**src/rtl/latch_bank_arb.sv**
```systemverilog
// latch_bank_arb: two-requester round-robin arbiter writing a 4 x 8-bit register bank.
// Each accepted request runs IDLE -> LOAD (byte write, LD strobe) -> ACK (one-cycle ACK pulse).
// Optional per-byte odd-parity storage and PERR output when LATCH_BANK_PARITY_EN is defined.
module latch_bank_arb #(
  parameter logic [31:0] CLR_VAL = 32'h00000000
) (
  input  logic        CK,
  input  logic        CR,
  input  logic        REQ_A,
  input  logic [1:0]  ADDR_A,
  input  logic [7:0]  DATA_A,
  output logic        ACK_A,
  input  logic        REQ_B,
  input  logic [1:0]  ADDR_B,
  input  logic [7:0]  DATA_B,
  output logic        ACK_B,
  output logic [31:0] Q,
  output logic [3:0]  LD,
`ifdef LATCH_BANK_PARITY_EN
  output logic        PERR,
`endif
  output logic        BUSY
);

  localparam int unsigned NBYTES = 4;
  localparam int unsigned BW     = 8;

  typedef enum logic [1:0] {S_IDLE = 2'd0, S_LOAD = 2'd1, S_ACK = 2'd2} state_t;

  state_t      state_q, state_d;
  logic        owner_q, owner_d;     // 0 = A, 1 = B
  logic        prio_b_q, prio_b_d;   // 1 = B wins the next contention
  logic [1:0]  addr_q, addr_d;
  logic [7:0]  data_q, data_d;
  logic [31:0] q_q, q_d;
  logic [3:0]  ld_q, ld_d;
  logic        ack_a_q, ack_a_d;
  logic        ack_b_q, ack_b_d;
  logic        busy_q, busy_d;
  logic        grant_b;

`ifdef LATCH_BANK_PARITY_EN
  // Odd parity per byte: stored bit makes byte+bit contain an odd number of ones.
  function automatic logic [3:0] odd_par(input logic [31:0] v);
    logic [3:0] p;
    for (int n = 0; n < int'(NBYTES); n++) p[n] = ~^v[n*BW +: BW];
    return p;
  endfunction

  logic [3:0] par_q, par_d;
  logic       perr_q, perr_d;
`endif

  // Next-state, capture, bank-write and registered-output logic.
  always_comb begin
    state_d  = state_q;
    owner_d  = owner_q;
    prio_b_d = prio_b_q;
    addr_d   = addr_q;
    data_d   = data_q;
    q_d      = q_q;
    ld_d     = 4'b0000;
    ack_a_d  = 1'b0;
    ack_b_d  = 1'b0;
    grant_b  = 1'b0;
`ifdef LATCH_BANK_PARITY_EN
    par_d    = par_q;
    perr_d   = |(par_q ^ odd_par(q_q));
`endif
    case (state_q)
      S_IDLE: begin
        if (REQ_A || REQ_B) begin
          grant_b  = REQ_B && (!REQ_A || prio_b_q);
          owner_d  = grant_b;
          addr_d   = grant_b ? ADDR_B : ADDR_A;
          data_d   = grant_b ? DATA_B : DATA_A;
          prio_b_d = !grant_b;
          state_d  = S_LOAD;
        end
      end
      S_LOAD: begin
        for (int n = 0; n < int'(NBYTES); n++) begin
          if (addr_q == 2'(n)) begin
            ld_d[n]          = 1'b1;
            q_d[n*BW +: BW]  = data_q;
`ifdef LATCH_BANK_PARITY_EN
            par_d[n]         = ~^data_q;
`endif
          end
        end
        state_d = S_ACK;
      end
      S_ACK: begin
        ack_a_d = !owner_q;
        ack_b_d = owner_q;
        state_d = S_IDLE;
      end
      default: state_d = S_IDLE;
    endcase
    busy_d = (state_d != S_IDLE);
  end

  // State and output registers; clear overrides every other input.
  always_ff @(posedge CK) begin
    if (CR) begin
      state_q  <= S_IDLE;
      owner_q  <= 1'b0;
      prio_b_q <= 1'b0;
      addr_q   <= 2'b00;
      data_q   <= 8'h00;
      q_q      <= CLR_VAL;
      ld_q     <= 4'b0000;
      ack_a_q  <= 1'b0;
      ack_b_q  <= 1'b0;
      busy_q   <= 1'b0;
`ifdef LATCH_BANK_PARITY_EN
      par_q    <= odd_par(CLR_VAL);
      perr_q   <= 1'b0;
`endif
    end else begin
      state_q  <= state_d;
      owner_q  <= owner_d;
      prio_b_q <= prio_b_d;
      addr_q   <= addr_d;
      data_q   <= data_d;
      q_q      <= q_d;
      ld_q     <= ld_d;
      ack_a_q  <= ack_a_d;
      ack_b_q  <= ack_b_d;
      busy_q   <= busy_d;
`ifdef LATCH_BANK_PARITY_EN
      par_q    <= par_d;
      perr_q   <= perr_d;
`endif
    end
  end

  assign Q     = q_q;
  assign LD    = ld_q;
  assign ACK_A = ack_a_q;
  assign ACK_B = ack_b_q;
  assign BUSY  = busy_q;
`ifdef LATCH_BANK_PARITY_EN
  assign PERR  = perr_q;
`endif

endmodule

```
**config.mk**
```make
export PLATFORM = sky130hd
export DESIGN_NAME = latch_bank_arb
export DESIGN_NICKNAME = d
export VERILOG_FILES = /design/src/rtl/latch_bank_arb.sv
export SDC_FILE = /design/constraint.sdc
export NUM_CORES = 1
export LEC_CHECK = 0
export CORE_MARGIN = 2
export CORE_UTILIZATION = 30
export CTS_CLUSTER_SIZE = 14
export DETAILED_ROUTE_END_ITERATION = 10
export GPL_TIMING_DRIVEN = 0
export SYNTH_ARGS = -nofsm -noshare
export SYNTH_HDL_FRONTEND = slang
export SYNTH_SLANG_ARGS = --single-unit
```
**constraint.sdc**
```tcl
create_clock -name CK -period 1.6 [get_ports CK]
set_input_delay 0.48 -clock CK [delete_from_list [all_inputs] [get_ports CK]]
set_output_delay 0.48 -clock CK [all_outputs]
set_load 0.01 [all_outputs]
```
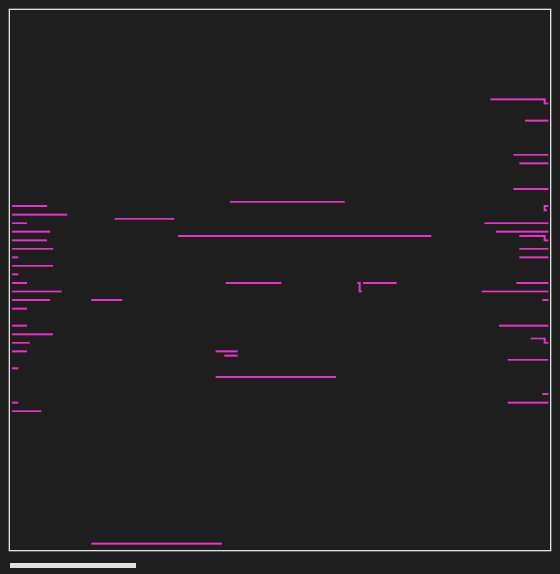
run_1/layer_met3.png
The bar under the picture is 20 um long.
nets with wire on the layer = 48
share of all routed wire = 6.1%

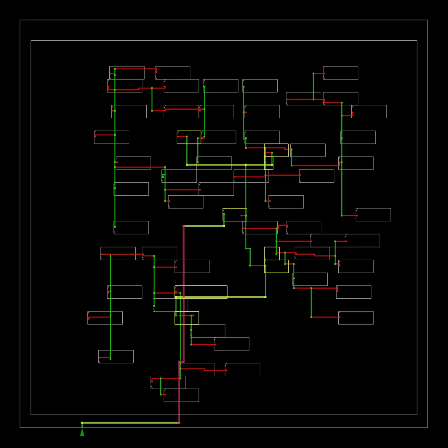
run_1/clocks.png
# clk buffers: 5
Sinks on Clock Net: 53
TritonCTS buffer count: 5

==> impl_metrics.env, run 1 <==
# yosys + openroad results
export IMPL_status="complete, no violations"
export IMPL_critical_path_required_ps=1830
export IMPL_ys_chip_area_mm2=0.002014
export IMPL_comb_area_um2=847.1
export IMPL_synth_avg_cell_area_um2=8.464
export IMPL_drc=0
export IMPL_synth_cell_types=25
export IMPL_dpl_hpwl_um=3711
export IMPL_cts_resized_gates=39
export IMPL_crit_type="in -> reg"
export IMPL_ys_cells=238
export IMPL_grt_use_met3_pct=4.042
export IMPL_r2r_slack_ps=220
export IMPL_reg2reg_depth=5
export IMPL_power_density_mw_per_mm2=943.3
export IMPL_first_iter_violations=64
export IMPL_top_layer="met4"
export IMPL_cp_num_buf_inv=2
export IMPL_gp_congestion=0.7735
export IMPL_syn_num_nets=262
export IMPL_area_delta_synth_final_pct=38.63
export IMPL_final_cell_mix="nand2_1 (66), dfxtp_1 (53), dlygate4sd2_1 (39), a21oi_1 (33), clkdlybuf4s50_1 (22)"
export IMPL_path_delay_family="buffers and inverters"
export IMPL_port_buffer_count=61
export IMPL_use_met2_pct=22.55
export IMPL_crit_path_end="data_q[6]$_SDFFE_PP0P_"
export IMPL_met2_wirelength_um=2293
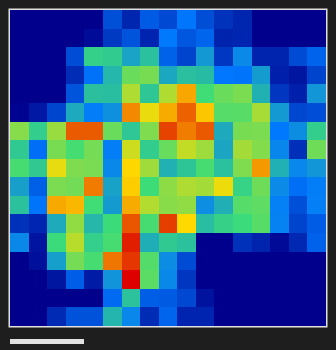
run_1/metal_density.png
The bar under the picture is 20 um long. The die is cut into 17 by 17 equal tiles; dark blue is low, red is high, scaled to the fullest tile. Values are wire area over tile area, all layers added.
densest ninth of the die = center
mean over tiles = 0.11
fullest tile = 0.35
tiles over half the peak = 28%
nearly empty tiles = 23%
emptiest ninth of the die = south-east
detailed-route via count: 1,825
GRT Overall Usage: 14.32%
Routed WL: 5038 um

[run 1: sequential cells by signal, indices dropped and copies added, names as in the netlist]
name,count
data_q,8
ACK_A,1
BUSY,1
prio_b_q,1
Q,32
ACK_B,1
state_q,2
addr_q,2
owner_q,1
LD,4
[run 1: power groups by stage]
| stage | logic [mW] | registers (mW) | clock network [mW] |
|---|---|---|---|
| after floorplan | 0.182 | 1.43 | 0 |
| after global routing | 0.348 | 1.42 | 0.982 |
| after global placement | 0.320 | 1.44 | 0 |
| after CTS | 0.311 | 1.41 | 0.926 |
| final | 0.314 | 1.41 | 0.909 |
| after detailed placement | 0.321 | 1.44 | 0 |
[run 1: logic make-up after synthesis]
kind of cell           count (synthesis)  share of synthesized area (%)
AND-OR/OR-AND                         54                          14.16
buffers and inverters                 21                          5.590
flip-flops                            53                          52.67
AND/OR/NAND/NOR                      110                          27.58
[run 1: per-stage QoR]
| stage | setup WS [ps] | TNS [ps] | instances | hold slack [ps] | total power, mW |
|---|---|---|---|---|---|
| 2_1_floorplan | 268.0 | 0 | 238 | 415.3 | 1.616 |
| 3_3_place_gp | -196.3 | -2420 | 376 | 439.8 | 1.762 |
| 3_5_place_dp | -204.4 | -2352 | 376 | 442.5 | 1.764 |
| 4_1_cts | 125.8 | 0 | 384 | 456.4 | 2.648 |
| 5_1_grt | 1.350 | 0 | 384 | 486.6 | 2.748 |
| 6_report | 121.4 | 0 | 384 | 455.4 | 2.634 |
[run 1: area by class of cell]
cell class / count / share of cell area (%)
clock buffer: 5 / 2.464
tap: 77 / 3.450
clock inverter: 3 / 1.568
multi-input combinational: 164 / 30.33
timing repair buffer: 61 / 20.12
buffer: 21 / 4.077
sequential: 53 / 37.99
[run 1: how the worst min path moves through the flow]
stage | to | start | depth (start not counted)
2_1_floorplan | ACK_A$_SDFF_PP0_ | owner_q$_SDFFE_PP0P_ | 1
4_1_cts | ACK_A$_SDFF_PP0_ | owner_q$_SDFFE_PP0P_ | 1
5_1_grt | Q[9]$_SDFFE_PP0P_ | Q[9]$_SDFFE_PP0P_ | 2
3_3_place_gp | ACK_A$_SDFF_PP0_ | owner_q$_SDFFE_PP0P_ | 1
6_report | Q[25]$_SDFFE_PP0P_ | Q[25]$_SDFFE_PP0P_ | 2
3_5_place_dp | ACK_A$_SDFF_PP0_ | owner_q$_SDFFE_PP0P_ | 1
[run 1: worst reg2reg max path, delay by kind of cell, from the launching register on]
kind	cells	cell delay (ps)
and+or+nand+nor	2	590
AOI/OAI and AO/OA	1	60
buffers and inverters	2	280
DFF	1	320
[run 1: Yosys cell counts]
master,n,share of area [%]
nor4bb_1,1,0.50
and4b_1,1,0.50
nor3b_1,1,0.37
nand4bb_1,2,1.1
nand3_1,20,5.0
buf_4,3,1.1
o21ai_0,10,2.5
nand2_1,66,12
dfxtp_1,53,53
nor4b_1,1,0.43
buf_6,2,1.1
a31oi_1,10,3.1
nand4b_1,1,0.43
a211oi_1,1,0.37
buf_2,6,1.5
nor3_1,1,0.25
and4bb_2,2,1.2
nor2_1,6,1.1
or2_2,2,0.62
or4b_4,1,0.68
nor3b_2,2,1.2
nor4b_4,1,1.2
nand2b_1,2,0.62
a21oi_1,33,8.2
clkbuf_1,10,1.9
==> run 2, diff against run 1 <==
--- a/config.mk
+++ b/config.mk
@@ -9,6 +9,7 @@
 export CORE_UTILIZATION = 30
 export CTS_CLUSTER_SIZE = 14
 export DETAILED_ROUTE_END_ITERATION = 10
+export DONT_BUFFER_PORTS = 1
 export GPL_TIMING_DRIVEN = 0
 export SYNTH_ARGS = -nofsm -noshare
 export SYNTH_HDL_FRONTEND = slang
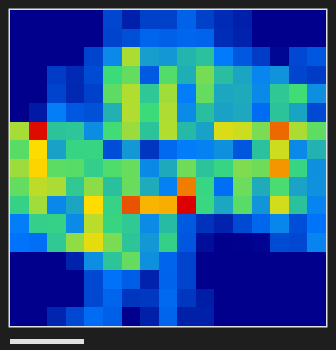
run_2/metal_density.png
The bar under the picture is 20 um long. The die is cut into 17 by 17 equal tiles; dark blue is low, red is high, scaled to the fullest tile. Values are wire area over tile area, all layers added.
drt wl/cell: 15.63 um
GRT Overall Usage: 14.12%

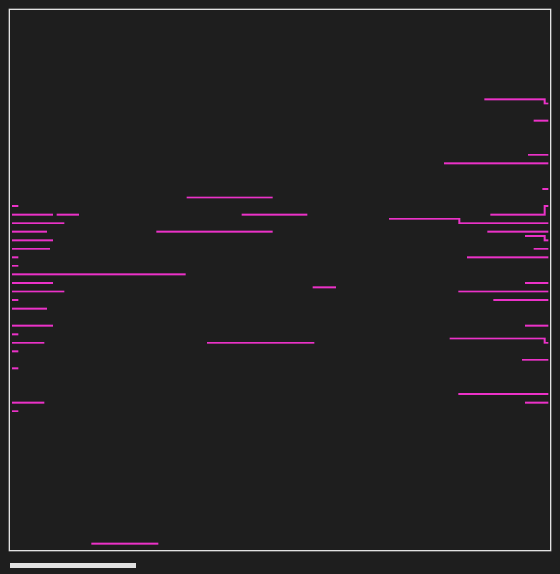
run_2/layer_met3.png
The bar under the picture is 20 um long.
share of all routed wire = 6.7%
nets with wire on the layer = 43

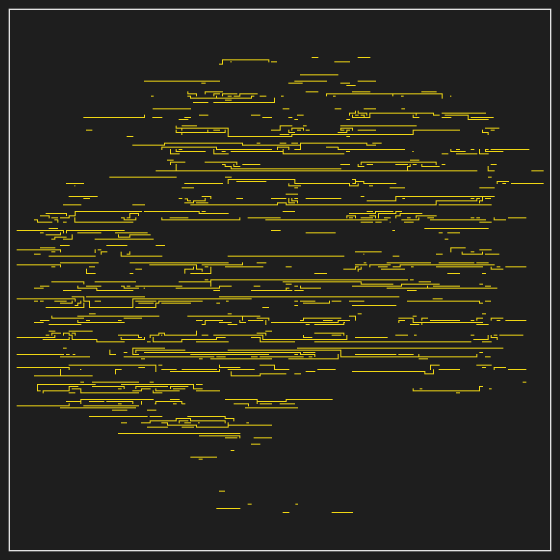
run_2/layer_met1.png
nets with wire on the layer = 246
main direction = horizontal
GR Util met1: 19.42%
Routed WL: 5047 um

==> run 2 against run 1 <==
Final area decreased by 21%. Sequential power barely moved. Worst hold slack got worse by 130 ps. Global-route usage fell by 0.20 points. Critical path type is now reg -> reg. Critical endpoint is now Q[4]$_SDFFE_PP0P_. Largest power group unchanged.
==> impl_metrics.env, run 2 <==
# yosys + openroad results
export IMPL_final_cell_mix="nand2_1 (66), dfxtp_1 (53), a21oi_1 (33), nand3_1 (20)"
export IMPL_total_power_mw=2.454
export IMPL_whs_ps=321.3
export IMPL_ys_cells=238
export IMPL_syn_num_nets=262
export IMPL_synth_avg_cell_area_um2=8.464
export IMPL_drc=0
export IMPL_largest_reg_flops=32
export IMPL_final_setup_worst_slack_ps=220.1
export IMPL_topCellsByArea="dfxtp_1 (53%), nand2_1 (12%), a21oi_1 (8.2%)"
export IMPL_gp_congestion=0.7255
export IMPL_top_cell_area_share_pct=52.67
export IMPL_port_buffer_count=0
export IMPL_synth_cell_types=25
export IMPL_status="complete, no violations"
export IMPL_synthArstFlopShare_pct=0
export IMPL_finalSetupTns_ps=0
export IMPL_first_iter_violations=71
export IMPL_synth_main_ff_cell="dfxtp_1"
export IMPL_most_common_cell="nand2_1"
export IMPL_vias=1624
export IMPL_top_area_cell="dfxtp_1"
export IMPL_ys_chip_area_mm2=0.002014
export IMPL_area_delta_synth_final_pct=9.503
export IMPL_cts_buffers=5
run 2: cell counts after synthesis:
Identical to the previous run, type by type.
run 2: layout make-up:
| class | count | share of cell area [%] |
|---|---|---|
| sequential | 53 | 48.10 |
| clock inverter | 3 | 1.191 |
| buffer | 21 | 5.105 |
| multi-input combinational | 164 | 38.12 |
| clock buffer | 5 | 3.120 |
| tap | 77 | 4.368 |
run 2: routing by layer:
metal	share of wire (%)	vias up	track usage, %
li1	-	821	-
met1	46	749	19.42
met2	46	50	21.00
met3	6.7	4	4.235
met4	1.1	0	4.762
met5	0	-	0
run 2: final timing paths:
path	end	slack, ps	depth (start not counted)
setup reg to reg	Q[4]$_SDFFE_PP0P_	220	5
hold reg to reg	ACK_A$_SDFF_PP0_	460	1
hold / removal	addr_q[0]$_SDFFE_PP0P_	320	2
setup / recovery	Q[4]$_SDFFE_PP0P_	220	5
run 2: cell families (layout without fill, tap and decap cells):
family          count (synthesis)  in the layout  synth area share (%)
compound gates                 54             54                 14.16
flops                          53             53                 52.67
simple gates                  110            110                 27.58
buf+inv                        21             29                 5.590
run 2: metrics by stage:
stage               std cells  instance area, um^2
floorplan                 238                 2014
global placement          315                 2111
detailed placement        315                 2111
CTS                       323                 2206
global route              323                 2206
finish                    323                 2206
run 2: report_power, final:
| part | switching, mW | internal [mW] | leakage (nW) |
|---|---|---|---|
| clock | 0.483 | 0.319 | 0.0423 |
| sequential | 0.0584 | 1.37 | 0.430 |
| combinational | 0.137 | 0.0897 | 0.245 |
| total | 0.679 | 1.78 | 0.718 |
==> run 3, diff against run 2 <==
--- a/config.mk
+++ b/config.mk
@@ -7,7 +7,6 @@
 export LEC_CHECK = 0
 export CORE_MARGIN = 2
 export CORE_UTILIZATION = 30
-export CTS_CLUSTER_SIZE = 14
 export DETAILED_ROUTE_END_ITERATION = 10
 export DONT_BUFFER_PORTS = 1
 export GPL_TIMING_DRIVEN = 0
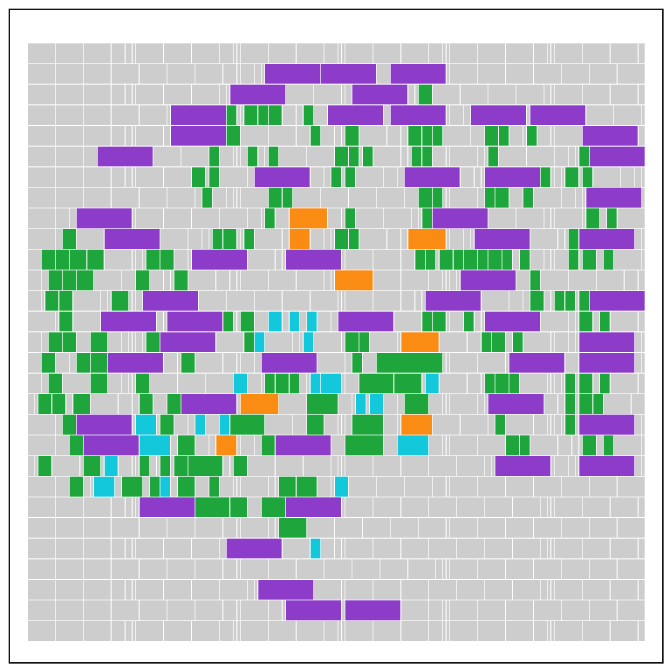
run_3/placement_by_type.png
Fill, decap, tap and diode cells in gray.
green -> combinational and other logic  # cells 164, share of their area 40%
cyan -> other buffers and delay cells  # cells 21, share of their area 5.3%
purple -> flops  # cells 53, share of their area 50%
orange -> clock drivers and dummy loads  # cells 8, share of their area 4.5%
Finished Cell Area: 0.002206 mm^2
row count: 29

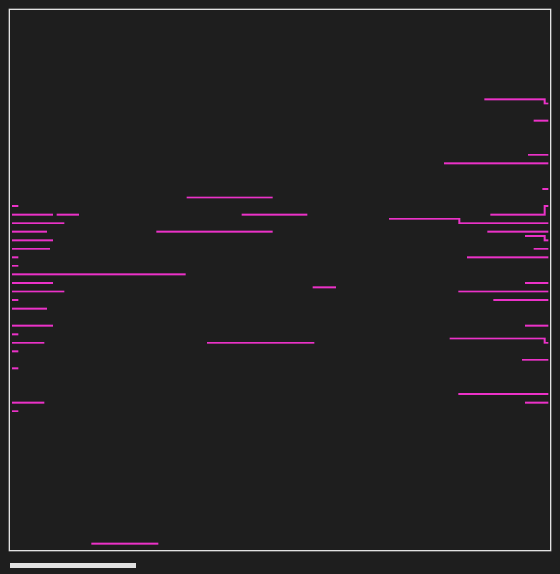
run_3/layer_met3.png
The bar under the picture is 20 um long.
nets with wire on the layer = 43
main direction = horizontal
share of all routed wire = 6.7%
wire length on this layer = 339 um
longest straight run = 27.4 um
grt met3 use: 4.235%
detailed-route via count: 1,624

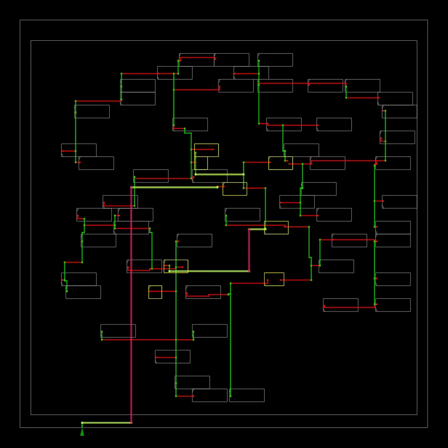
run_3/clocks.png
Setup Skew: 5.039 ps
clk pwr: 0.802 mW
Latency at later pin: 310 ps
flip-flops: 53

==> run 3 against run 2 <==
Clock power about the same. Via count unchanged. Final cell count unchanged. First-iteration DRC count unchanged. Clock-buffer cell count unchanged. Total power unchanged. Register-to-register slack about the same. Critical path type unchanged.
==> impl_metrics.env, run 3 <==
# yosys + openroad results
export IMPL_top_area_cell="dfxtp_1"
export IMPL_min_to="addr_q[0]$_SDFFE_PP0P_"
export IMPL_clkPwrFrac_pct=32.7
export IMPL_most_common_cell="nand2_1"
export IMPL_top_cell_area_share_pct=52.67
export IMPL_syn_num_nets=262
export IMPL_port_buffer_count=0
export IMPL_total_power_mw=2.454
export IMPL_netSwitchingFraction_pct=27.65
export IMPL_r2r_slack_ps=220
export IMPL_globalRouteTotalUtil_pct=14.12
export IMPL_area_delta_synth_final_pct=9.503
export IMPL_first_iter_violations=71
export IMPL_status="complete, no violations"
export IMPL_placed_area_mm2=0.002111
export IMPL_p_int_mw=1.776
export IMPL_synth_avg_cell_area_um2=8.464
export IMPL_synth_cell_types=25
export IMPL_gp_congestion=0.7255
export IMPL_synthArstFlopShare_pct=0
export IMPL_cts_buffers=5
export IMPL_drt_wl_total_um=5047
export IMPL_switching_power_mw=0.6786
## run 3: layout make-up
cell class,instances,area share [%]
Multi-Input combinational cell,164,38.12
Tap cell,77,4.368
Sequential cell,53,48.10
Buffer,21,5.105
Clock inverter,3,1.191
Clock buffer,5,3.120
## run 3: worst max path at each step
stage | depth (start not counted) | to | startpoint | slack [ps]
3_3_place_gp | 4 | Q[23]$_SDFFE_PP0P_ | CR | -40
6_report | 5 | Q[4]$_SDFFE_PP0P_ | addr_q[0]$_SDFFE_PP0P_ | 220
5_1_grt | 5 | data_q[6]$_SDFFE_PP0P_ | state_q[1]$_SDFF_PP0_ | 70
4_1_cts | 5 | Q[4]$_SDFFE_PP0P_ | addr_q[0]$_SDFFE_PP0P_ | 220
2_1_floorplan | 4 | Q[15]$_SDFFE_PP0P_ | CR | 270
3_5_place_dp | 4 | owner_q$_SDFFE_PP0P_ | CR | -60
## run 3: worst max-delay path, stage by stage (launching register included)
cell and delay (ps):
dfxtp_1 310, buf_4 160, or4b_4 510, buf_6 150
nand2_1 70, a21oi_1 60
## run 3: power groups by stage
stage / clock network, mW / registers, mW / logic, mW
finish: 0.802 / 1.43 / 0.227
global route: 0.894 / 1.43 / 0.258
CTS: 0.829 / 1.43 / 0.230
detailed placement: 0 / 1.46 / 0.229
global placement: 0 / 1.46 / 0.226
floorplan: 0 / 1.43 / 0.182
## run 3: per-stage QoR
stage / hold slack [ps] / std cells
floorplan: 415.3 / 238
global placement: 443.7 / 315
detailed placement: 444.8 / 315
CTS: 318.4 / 323
global route: 318.4 / 323
finish: 321.3 / 323
## run 3: logic make-up after synthesis
logic type      count (synthesis)  share of synthesized area (%)
compound gates                 54                          14.16
buf+inv                        21                          5.590
flops                          53                          52.67
simple gates                  110                          27.58
## run 3: metal layers
layer	wire, um	share of wire, %	vias up	GRT usage, %
met4	58	1.1	0	4.762
met3	338	6.7	4	4.235
li1	-	-	821	-
met5	0	0	-	0
met2	2332	46	50	21.00
met1	2318	46	749	19.42
Power figures rest on the tool's default switching activity, not on a simulated workload.
